<file path="src/rtl/tns_decoder_12_if.sv">
// Handshake bundle between the TNS codeword capture stage, the decoder and its sink.
// slave = decoder side, master = upstream/sink driver side.
`ifndef BLEN04
`define BLEN04 8
`endif

interface tns_decoder_12_if #(parameter int DW = `BLEN04) ();
  logic [11:0]   codein;
  logic          valid_in;
  logic          ready_in;
  logic [DW-1:0] dataout;
  logic          valid_out;
  logic          ready_out;
  logic          err_out;

  modport slave (
    input  codein, valid_in, ready_out,
    output ready_in, dataout, valid_out, err_out
  );

  modport master (
    output codein, valid_in, ready_out,
    input  ready_in, dataout, valid_out, err_out
  );
endinterface

</file>
<file path="src/rtl/tns_decoder_12.sv">
// TNS 12-wire decoder: weighted-sum codeword to data word through a 2-stage valid/ready pipe.
// Optional range check on the sum is enabled with `define TNS_DEC_RANGE_CHK_EN.
`ifndef BLEN04
`define BLEN04 8
`endif
`ifndef TNS04_A
`define TNS04_A 192
`define TNS04_B 128
`define TNS04_C 64
`define TNS03_A 48
`define TNS03_B 32
`define TNS03_C 16
`define TNS02_A 12
`define TNS02_B 8
`define TNS02_C 4
`define TNS01_A 3
`define TNS01_B 2
`define TNS01_C 1
`endif

module tns_decoder_12 #(
  parameter int DW   = `BLEN04,
  parameter int SKID = 1
) (
  input  logic           clock,
  input  logic           rst_n,
  tns_decoder_12_if.slave bus
);

`ifdef TNS_DEC_RANGE_CHK_EN
  localparam int SW = DW + 1;
`else
  localparam int SW = DW;
`endif

  function automatic logic [SW-1:0] grp_w(input logic [2:0] g, input int wa, input int wb,
                                          input int wc);
    logic [SW-1:0] r;
    r = '0;
    if (g[2]) r = r + SW'(wa);
    if (g[1]) r = r + SW'(wb);
    if (g[0]) r = r + SW'(wc);
    return r;
  endfunction

  logic          s1v;
  logic          valid_q;
  logic [DW-1:0] data_q;
  logic          adv2;
  logic          s1_ready;
  logic          acc;
  logic          s1_load;
  logic [11:0]   s1_code;
  logic [SW-1:0] hi, lo, hi_d, lo_d, sum;

  assign adv2     = ~valid_q | bus.ready_out;
  assign s1_ready = ~s1v | adv2;
  assign acc      = bus.valid_in & bus.ready_in;

  generate
    if (SKID != 0) begin : g_skid
      logic        skid_v;
      logic        skid_v_nxt;
      logic [11:0] skid_code;
      logic        rdy_q;

      // A word accepted while stage 1 cannot move parks here; ready drops a cycle later.
      always_comb begin
        skid_v_nxt = skid_v;
        if (skid_v) skid_v_nxt = ~s1_ready;
        else        skid_v_nxt = acc & ~s1_ready;
      end

      assign s1_load      = s1_ready & (skid_v | acc);
      assign s1_code      = skid_v ? skid_code : bus.codein;
      assign bus.ready_in = rdy_q;

      always_ff @(posedge clock or negedge rst_n) begin
        if (!rst_n) begin
          skid_v    <= 1'b0;
          skid_code <= '0;
          rdy_q     <= 1'b1;
        end else begin
          skid_v <= skid_v_nxt;
          rdy_q  <= ~skid_v_nxt;
          if (acc & ~skid_v & ~s1_ready) skid_code <= bus.codein;
        end
      end
    end else begin : g_noskid
      assign s1_load      = acc;
      assign s1_code      = bus.codein;
      assign bus.ready_in = s1_ready;
    end
  endgenerate

  always_comb begin
    hi_d = grp_w(s1_code[11:9], `TNS04_A, `TNS04_B, `TNS04_C)
         + grp_w(s1_code[8:6],  `TNS03_A, `TNS03_B, `TNS03_C);
    // The encoder sends the grp1 remainder raw, so bit 0 always weighs 1.
    lo_d = grp_w(s1_code[5:3], `TNS02_A, `TNS02_B, `TNS02_C)
         + grp_w({s1_code[2:1], 1'b0}, `TNS01_A, `TNS01_B, 0)
         + {{(SW-1){1'b0}}, s1_code[0]};
  end

  assign sum = hi + lo;

  always_ff @(posedge clock or negedge rst_n) begin
    if (!rst_n) begin
      s1v <= 1'b0;
      hi  <= '0;
      lo  <= '0;
    end else if (s1_load) begin
      s1v <= 1'b1;
      hi  <= hi_d;
      lo  <= lo_d;
    end else if (adv2) begin
      s1v <= 1'b0;
    end
  end

  always_ff @(posedge clock or negedge rst_n) begin
    if (!rst_n) begin
      valid_q <= 1'b0;
      data_q  <= '0;
    end else if (adv2) begin
      valid_q <= s1v;
      if (s1v) data_q <= sum[DW-1:0];
    end
  end

  assign bus.valid_out = valid_q;
  assign bus.dataout   = data_q;

`ifdef TNS_DEC_RANGE_CHK_EN
  logic err_q;

  // With SW = DW+1 the sum cannot reach 2**DW in its low bits, so the carry alone flags overflow.
  always_ff @(posedge clock or negedge rst_n) begin
    if (!rst_n)            err_q <= 1'b0;
    else if (adv2 && s1v)  err_q <= sum[DW];
  end

  assign bus.err_out = err_q;
`else
  assign bus.err_out = 1'b0;
`endif

endmodule
</file>
<file path="src/flat_wrapper.sv">
// flat-port wrapper written by rule: the top's interface ports become plain ports
module tns_decoder_12_flat 
#(
  parameter int DW   = `BLEN04,
  parameter int SKID = 1
)
  (clock, rst_n, bus_codein, bus_valid_in, bus_ready_out, bus_ready_in, bus_dataout, bus_valid_out, bus_err_out);
  tns_decoder_12_if #(.DW(DW)) bus_i ();
  input  logic clock;
  input  logic rst_n;
  input wire logic [$bits(bus_i.codein)-1:0] bus_codein;
  input wire logic [$bits(bus_i.valid_in)-1:0] bus_valid_in;
  input wire logic [$bits(bus_i.ready_out)-1:0] bus_ready_out;
  output wire logic [$bits(bus_i.ready_in)-1:0] bus_ready_in;
  output wire logic [$bits(bus_i.dataout)-1:0] bus_dataout;
  output wire logic [$bits(bus_i.valid_out)-1:0] bus_valid_out;
  output wire logic [$bits(bus_i.err_out)-1:0] bus_err_out;
  assign bus_i.codein = bus_codein;
  assign bus_i.valid_in = bus_valid_in;
  assign bus_i.ready_out = bus_ready_out;
  assign bus_ready_in = bus_i.ready_in;
  assign bus_dataout = bus_i.dataout;
  assign bus_valid_out = bus_i.valid_out;
  assign bus_err_out = bus_i.err_out;
  tns_decoder_12 #(.DW(DW), .SKID(SKID)) u_core (.clock(clock), .rst_n(rst_n), .bus(bus_i));
endmodule
</file>
<file path="config.mk">
export PLATFORM = sky130hd
export DESIGN_NAME = tns_decoder_12_flat
export DESIGN_NICKNAME = d
export VERILOG_FILES = /design/src/rtl/tns_decoder_12_if.sv /design/src/rtl/tns_decoder_12.sv /design/src/flat_wrapper.sv
export SDC_FILE = /design/constraint.sdc
export NUM_CORES = 1
export LEC_CHECK = 0
export CORE_MARGIN = 2
export CORE_UTILIZATION = 45
export CTS_BUF_LIST = sky130_fd_sc_hd__clkbuf_2
export DETAILED_ROUTE_END_ITERATION = 16
export GPL_ROUTABILITY_DRIVEN = 1
export GPL_TIMING_DRIVEN = 0
export PLACE_DENSITY = 0.77
export SYNTH_ARGS = -nofsm -noshare
export SYNTH_HDL_FRONTEND = slang
export SYNTH_SLANG_ARGS = --single-unit
</file>
<file path="constraint.sdc">
create_clock -name clock -period 3.6 [get_ports clock]
set_clock_uncertainty 0.15 [all_clocks]
set_input_delay 0.9 -clock clock [delete_from_list [all_inputs] [get_ports clock]]
set_output_delay 0.9 -clock clock [all_outputs]
set_load 0.03 [all_outputs]
</file>
==> images/m1.png <==
Bar = 20 um. Supply wires on this layer in grey.
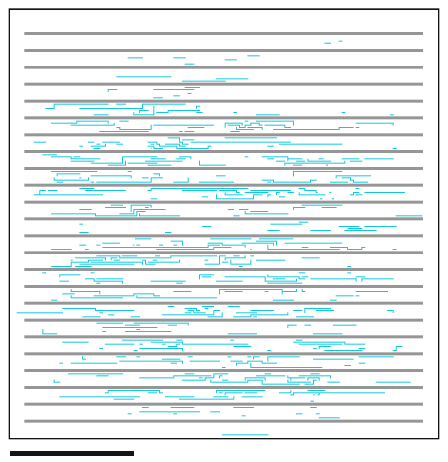
204 nets have wire on it. The wires run mostly horizontal. The layer carries 1470 um of wire. The layer holds 49% of the routed length.

==> qor.txt <==
Total grt overflow: 0
Min-delay src: u_core.bus.dataout[7]
Startpoint types: primary input
CTS resizes: 0
Switching Share: 0.364
Mux area share: 0.175
Clk. pwr: 0.000166 W
First-pass GRT wire length: 5440 um
Ys async rst share: 1.00
Xor/xnor share of the synthesized area: 0.0636
Tot GR Track Use: 0.144
RR Startpoint: u_core.g_skid.skid_v
Log Warnings: 27
Synth top cell by count: dfrtp_1
Internal power: 0.000908 W
Max-cap violation count: 0
Critical Path Sink Type: flip-flop
Combinational share of cell area: 0.423
Net Switching: 0.000519 W
Hold Crit Depth: 2
Synthesized area per cell: 11.3 um2
CTS max path bufs: 2
Adder share: 0.0827
Cell count listed in synth_stat.txt: 169
Top cells by area: dfrtp_1 45%, mux2_2 14%, ha_1 7.2%
CP Class: primary input to flip-flop
# fillers: 372
Clk tree area frac: 0.0150
Post-layout min period: 2950 ps
Fin crit share: 0.820
Comb gates: 118
CTS Root Cell: clkbuf_2
Die X: 69.1 um
# clk buffers: 5
Hold slack: 347 ps
Hold Path End: u_core.bus.dataout[7]
Flop-to-flop setup slack: 970 ps
Syn nets: 197
R2R Path End: u_core.lo[5]
Sequential area share after synthesis: 0.460
CTS Sinks: 35
Setup violators final: 0
Vias in the first global route: 1203
Flip-flops with a built-in enable: 0
Leakage power total: 1.00 nW
Hpwl dp: 2310 um
Status: finished, final reports clean
Main logic family: multiplexers
Via density: 4.90
Fraction of layout cells with a size suffix above 1: 0.204
N_diodes: 0
Die Y-Extent: 69.1 um
Crit Path Max Fanout: 3
Netlist cell types: 35
Wire per inst: 12.0 um
Peak VDD IR: 0.000278 V
CTS Buf Count: 5
Combinational power: 0.000617 W
Post-route total power: 0.00143 W
Worst R2R Path Depth: 9
Flops out of synthesis: 35
Non-clk bufs: 32
Yosys stat area: 1910 um2
Starting DRC count in detailed routing: 58
Nets: 229
Synth top cells by count: 34 x dfrtp_1, 24 x mux2_2, 18 x nand2_1, 11 x ha_1, 11 x o21ai_0
Setup Fix Bufs, Post-CTS: 0
YS warnings: 0
Clk Latency, worst-skew pair: 370 ps
Starting Density: 0.473
H-tree depth: 2
Seq Cell Count: 35
Clock power frac: 0.116
Dominant synthesized flop cell: dfrtp_1
Slew @ Worst Pin: 774 ps
Signal buf overhead: 0.129
CTS tree: yes
Setup crit end: u_core.lo[5]
Clock-pin slew on the worst setup and hold paths: 170 ps
Top cell type by total area after synthesis: dfrtp_1
# DRC: 0
Max-slew violations: 0
Seq group: 0.000644 W
Share of the synthesized area in the top cell type: 0.446
Final hold vios: 0
Area grow syn2layout: 17.9%
Tap cells: 50
Die area: 4770 um2
RSZ-0062 raised after global routing: no
Gate power share: 0.433
Synth Area in Compound Gates: 0.0761
Critical Path RT: 3740 ps
Largest net degree at the start of global routing: 36
Power density over the cells: 635 nW/um2
Worst path arrival time: 3090 ps
I/O pin count: 27
FF/Latch Area: 877 um2
First-pass DRT Iterations: 4
Top Consumer: registers
Fmax: 0.339 GHz
Post-synthesis cell count: 169
Seq/total area: 0.390
CP startpoint: bus_codein[5]
Hold WC Path Type: flip-flop to flip-flop
Non-clk invs: 9
==> images/m2.png <==
Cells faint in the background.
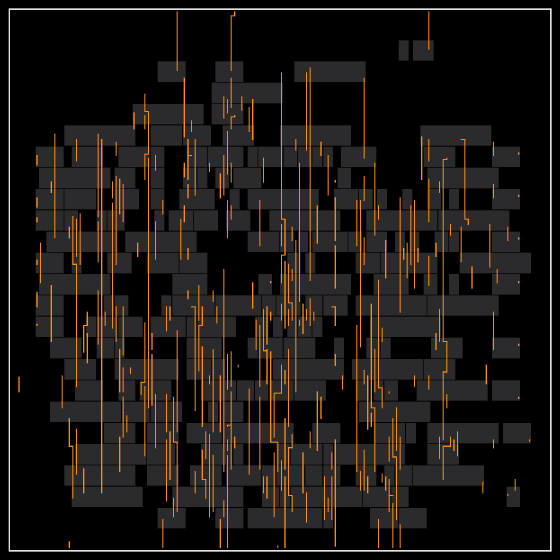
The layer carries 1360 um of wire. The longest straight run is 45.2 um. 188 nets have wire on it. The wires run mostly vertical.
DR vias: 1229
met2 Use GR: 0.220
final wirelength: 3010 um

==> worst max-delay path: stages <==
cell	delay, ps
clkdlybuf4s50_1	410
mux2i_1	300
inv_1	120
ha_1	350
nor2b_1	150
a211o_1	310
a21oi_1	180
a21oi_1	90
a211o_1	270
==> metal layers <==
metal | vias to the layer above | wire length [um] | global-route usage | part of all wire
li1 | 638 | - | - | -
met1 | 562 | 1470 | 0.186 | 0.49
met2 | 22 | 1360 | 0.220 | 0.45
met3 | 7 | 118 | 0.0395 | 0.039
met4 | 0 | 67 | 0.0784 | 0.022
met5 | - | 0 | 0 | 0
==> sequential cells by signal, indices dropped and copies added (netlist names) <==
register and cells:
u_core.g_skid.skid_code 12, u_core.bus.dataout 8, u_core.lo 7, u_core.hi 4, u_core.bus.ready_in 1, u_core.bus.valid_out 1, u_core.g_skid.skid_v 1, u_core.s1v 1
==> stage by stage <==
stage,area (um2),std cells,utilization
global placement,2220,244,0.551
floorplan,1910,169,-
global route,2250,251,0.558
CTS,2250,251,0.558
detailed placement,2210,244,0.550
finish,2250,251,0.558
==> placed cells by master, fill, tap and decap left out, types with 2 or more instances in the layout <==
cell type	Yosys	final
clkbuf_2	0	5
xnor2_1	6	6
buf_4	3	3
clkdlybuf4s50_1	0	24
mux2i_1	4	4
nand2b_1	3	3
nor2b_1	2	2
mux2_2	24	24
nand2_1	18	18
o21ai_0	11	11
a211o_1	2	2
nor2_1	5	5
xor2_1	6	6
dfrtp_1	34	34
a31oi_1	2	2
clkbuf_1	3	3
ha_1	11	11
a21oi_1	8	8
inv_1	9	9
No activity file was given, so power comes from the tool's default toggle rates.
